$ cat src/rtl/fft_seq_pkg.sv
// fft_seq_pkg: state encoding and default sizing shared by the FFT frame sequencer
package fft_seq_pkg;
  typedef enum logic [1:0] {IDLE, FILL, DRAIN, DONE} state_t;
  localparam int FFT_LEN_DEF = 256;
  localparam int DATA_W_DEF = 16;
  localparam int LOG2_LEN = $clog2(FFT_LEN_DEF);
  localparam int MAG_W = DATA_W_DEF + 1;
endpackage

$ cat src/rtl/fft_mag_tracker.sv
// fft_mag_tracker: |re|+|im| per bin, keeps the strictly largest magnitude in bins 1..N/2-1
module fft_mag_tracker
  import fft_seq_pkg::*;
#(
  parameter int DATA_W = DATA_W_DEF,
  parameter int BIN_W = LOG2_LEN,
  parameter int MW = MAG_W
) (
  input  logic              clk_clk,
  input  logic              reset_reset_n,
  input  logic [DATA_W-1:0] re,
  input  logic [DATA_W-1:0] im,
  input  logic [BIN_W-1:0]  bin,
  input  logic              valid,
  input  logic              clear,
  output logic [MW-1:0]     peak,
  output logic [BIN_W-1:0]  peak_idx
);
  logic [DATA_W-1:0] w_abs_re, w_abs_im;
  logic [MW-1:0] w_mag, r_peak;
  logic [BIN_W-1:0] r_idx;
  logic w_upd;
  always_comb begin
    w_abs_re = re[DATA_W-1] ? ~re + 1'b1 : re;
    w_abs_im = im[DATA_W-1] ? ~im + 1'b1 : im;
    w_mag = MW'({1'b0, w_abs_re}) + MW'({1'b0, w_abs_im});
    w_upd = valid && |bin && !bin[BIN_W-1] && w_mag > r_peak;
    peak = r_peak;
    peak_idx = r_idx;
  end
  always_ff @(posedge clk_clk or negedge reset_reset_n)
    if (!reset_reset_n) begin
      r_peak <= '0;
      r_idx <= '0;
    end else if (clear) begin
      r_peak <= '0;
      r_idx <= '0;
    end else if (w_upd) begin
      r_peak <= w_mag;
      r_idx <= bin;
    end
endmodule

$ cat src/rtl/fft_frame_sequencer.sv
// fft_frame_sequencer: streams one frame of samples into an FFT core, then reports the
// strongest positive-frequency bin of the returned spectrum
module fft_frame_sequencer
  import fft_seq_pkg::*;
#(
  parameter int FFT_LEN = FFT_LEN_DEF,
  parameter int DATA_W = DATA_W_DEF
) (
  input  logic              clk_clk,
  input  logic              reset_reset_n,
  input  logic              enable,
  input  logic              smp_valid,
  input  logic [DATA_W-1:0] smp_data,
  output logic              sink_valid,
  input  logic              sink_ready,
  output logic              sink_sop,
  output logic              sink_eop,
  output logic [DATA_W-1:0] sink_real,
  output logic [DATA_W-1:0] sink_imag,
  output logic [1:0]        sink_error,
  output logic              inverse,
  input  logic              source_valid,
  output logic              source_ready,
  input  logic              source_sop,
  input  logic              source_eop,
  input  logic [1:0]        source_error,
  input  logic [DATA_W-1:0] source_real,
  input  logic [DATA_W-1:0] source_imag,
  output logic [7:0]        max_index_byte,
  output logic              index_valid,
  output logic              frame_err,
  output logic [7:0]        overrun_cnt,
  output logic              busy
);
  localparam int BIN_W = $clog2(FFT_LEN);
  state_t r_state, w_next;
  logic r_full, r_err_seen, r_frame_err;
  logic [DATA_W-1:0] r_hold;
  logic [BIN_W-1:0] r_cnt, w_bin, w_peak_idx;
  logic [7:0] r_ovr, r_max;
  logic [DATA_W:0] w_peak;
  logic w_start, w_hs, w_last, w_acc, w_drop, w_beat, w_load;
  always_comb begin
    sink_valid = r_state == FILL && r_full;
    w_start = r_state == IDLE && enable;
    w_hs = sink_valid && sink_ready;
    w_last = w_hs && r_cnt == BIN_W'(FFT_LEN - 1);
    w_acc = r_state == FILL && smp_valid && (!r_full || w_hs);
    w_drop = r_state == FILL && smp_valid && r_full && !w_hs;
    w_beat = r_state == DRAIN && source_valid;
    w_bin = source_sop ? '0 : r_cnt + 1'b1;
    w_load = r_state == DONE && !r_err_seen;
    w_next = w_start ? FILL :
             (r_state == FILL && w_last) ? DRAIN :
             (w_beat && source_eop) ? DONE :
             r_state == DONE ? IDLE : r_state;
    sink_sop = sink_valid && r_cnt == '0;
    sink_eop = sink_valid && r_cnt == BIN_W'(FFT_LEN - 1);
    sink_real = r_hold;
    sink_imag = '0;
    sink_error = '0;
    inverse = 1'b0;
    source_ready = r_state == DRAIN;
    index_valid = w_load;
    max_index_byte = w_load ? (|w_peak ? 8'(w_peak_idx) : 8'd0) : r_max;
    frame_err = r_frame_err || (r_state == DONE && r_err_seen);
    overrun_cnt = r_ovr;
    busy = r_state != IDLE;
  end
  always_ff @(posedge clk_clk or negedge reset_reset_n)
    if (!reset_reset_n) r_state <= IDLE;
    else r_state <= w_next;
  always_ff @(posedge clk_clk or negedge reset_reset_n)
    if (!reset_reset_n) begin
      r_full <= 1'b0;
      r_hold <= '0;
      r_cnt <= '0;
      r_ovr <= '0;
      r_max <= '0;
      r_err_seen <= 1'b0;
      r_frame_err <= 1'b0;
    end else begin
      if (w_start) begin
        r_full <= 1'b0;
        r_cnt <= '0;
        r_err_seen <= 1'b0;
      end else begin
        if (w_acc) begin
          r_full <= 1'b1;
          r_hold <= smp_data;
        end else if (w_hs) r_full <= 1'b0;
        if (w_hs) r_cnt <= r_cnt + 1'b1;
        else if (w_beat) r_cnt <= w_bin;
        if (w_beat && |source_error) r_err_seen <= 1'b1;
      end
      if (w_drop && r_ovr != 8'hFF) r_ovr <= r_ovr + 1'b1;
      r_frame_err <= frame_err;
      r_max <= max_index_byte;
    end
  fft_mag_tracker #(.DATA_W(DATA_W), .BIN_W(BIN_W), .MW(DATA_W + 1)) u_trk (
    .clk_clk(clk_clk),
    .reset_reset_n(reset_reset_n),
    .re(source_real),
    .im(source_imag),
    .bin(w_bin),
    .valid(w_beat),
    .clear(w_start),
    .peak(w_peak),
    .peak_idx(w_peak_idx)
  );
endmodule

$ cat config.mk
export PLATFORM = sky130hd
export DESIGN_NAME = fft_frame_sequencer
export DESIGN_NICKNAME = d
export VERILOG_FILES = /design/src/rtl/fft_seq_pkg.sv /design/src/rtl/fft_mag_tracker.sv /design/src/rtl/fft_frame_sequencer.sv
export SDC_FILE = /design/constraint.sdc
export NUM_CORES = 1
export LEC_CHECK = 0
export CORE_ASPECT_RATIO = 1.4
export CORE_MARGIN = 3
export CORE_UTILIZATION = 53
export CTS_BUF_LIST = sky130_fd_sc_hd__clkbuf_4 sky130_fd_sc_hd__clkbuf_8
export CTS_CLUSTER_DIAMETER = 150
export DETAILED_ROUTE_END_ITERATION = 12
export PLACE_DENSITY = 0.89
export SYNTH_ARGS = -nofsm -noshare
export SYNTH_HDL_FRONTEND = slang
export SYNTH_SLANG_ARGS = --single-unit
$ cat constraint.sdc
create_clock -name clk_clk -period 2.6 [get_ports clk_clk]
set_input_delay 0.52 -clock clk_clk [delete_from_list [all_inputs] [get_ports clk_clk]]
set_output_delay 0.52 -clock clk_clk [all_outputs]
set_load 0.005 [all_outputs]
### Track usage over the die

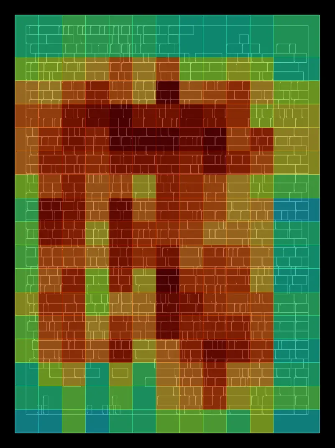
met3 Usage GRT: 6.246%
met2 usage: 54.94%
post-layout util: 83.97%
DR WL/cell: 21.16 um
M1 GR Usage: 26.16%

### Supply network

Bar = 20 um. Pins as bars on the die edge. Tap cells in grey.
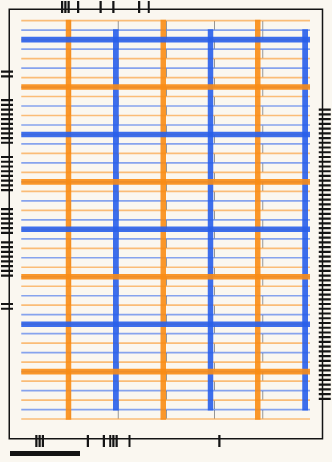
- orange: VSS
- blue: VDD
- met5 straps: 8
- met4 straps: 6
- rows: 42
- tap cells: 110
- met1 rails: 43

==> results_slide.txt <==
Run Summary

Setup path
  • Top delay family on crit path: simple AND/OR/NAND/NOR gates
  • Register-to-register setup slack: 70 ps
  • Worst-path maximum fanout: 9
  • Startpoint Class: input pin
  • Critical Path Sink Type: flop
  • CP startpoint: source_imag[4]
  • Cell depth of the worst setup path: 22

Synthesis
  • Main area contributors: dfrtp_1, ha_1, xnor2_1, mux2_4, a21oi_1
  • Synthesized area: between 5000 and 6000 sq um
  • Area fraction in compound gates: between 10% and 20%
  • Main synth FF type: dfrtp_1
  • XOR/XNOR Fraction of Synth Area: under 10%

Drt
  • DRC viols: 0
  • Post-route ant nets: 0
  • Met2 Routed Length: 9795 um
  • WL met3: 1197 um
  • Uppermost layer routed: met4

Power
  • Power Sequential: 1.36 mW
  • Comb. pwr: 2.08 mW
  • Psw: 1.599 mW

Job
  • Tool Warnings: 30

Floorplan
  • Die Height: about 120 um
  • Site Rows: approximately 42
  • Die width: 89.38 um

Clock tree
  • Late-Pin Clk Latency: 360 ps
  • Total CTS buffers: 9
  • CTS Buffer Depth: 2
  • Clock edge transition at the registers on the reported setup and hold paths: 90 ps

GRT
  • Vias in the first global route: 5440
  • Gr busiest metal: met2
  • GRT Util Overall: 29.21%
  • Largest net degree at the start of global routing: 35

Final timing
  • Final worst-path cycle share: 175.0%
  • Max Slew Vio Count: 0
  • RSZ-0062 raised after global routing: yes
  • Setup TNS: -50090 ps
  • Final setup viols: 33
  • Slew of the pin with the lowest slew margin: 605.5 ps
  • Final worst slack: -1951 ps

Placement
  • Port Buf Inserts: 96
  • Placement Setup Slack: -2472 ps

Finish
  • Number of flip-flops in the largest register: 17
  • Fin nets: 857
  • Area grow syn2layout: 53.97%
  • Most instantiated logic cells after routing: buf_4, dfrtp_1, clkdlybuf4s50_1, xnor2_1
  • Seq area share: 22.10%
  • Final-layout clock-cell area share: 2.473%

Outcome
  • Status: finished with violations
  • Violated checks: negative setup slack

Hold path
  • Type of the worst min-delay path: input pin to async pin
### Wiring by layer

Only two layers are drawn.
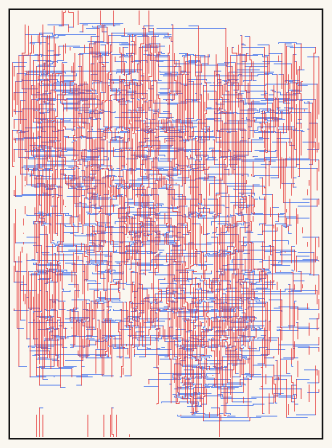
- blue: M1 (wire length 5990 um)
- red: M2 (wire length 9800 um)

### Zoomed window

Window x 55 to 80, y 18 to 43 um. Cells in grey, sequential cells in the stronger grey; small squares are vias.
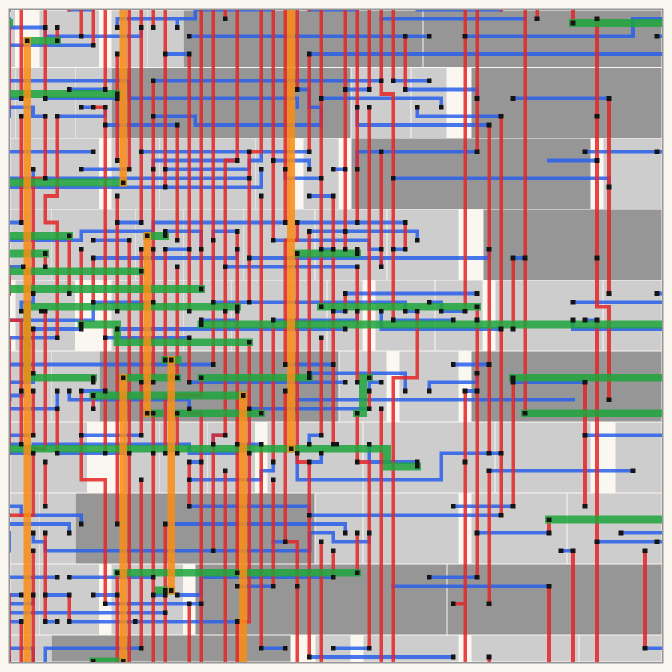
- red: M2
- green: M3
- blue: M1
- orange: M4
- sequential cells in the window: 11
- cells with their middle in the window: 59
- most frequent: dfrtp_1 (10), nand2_1 (6)
- netlist names of flops here include: sink_real (6), r_state (2)

Power figures rest on the tool's default switching activity, not on a simulated workload.
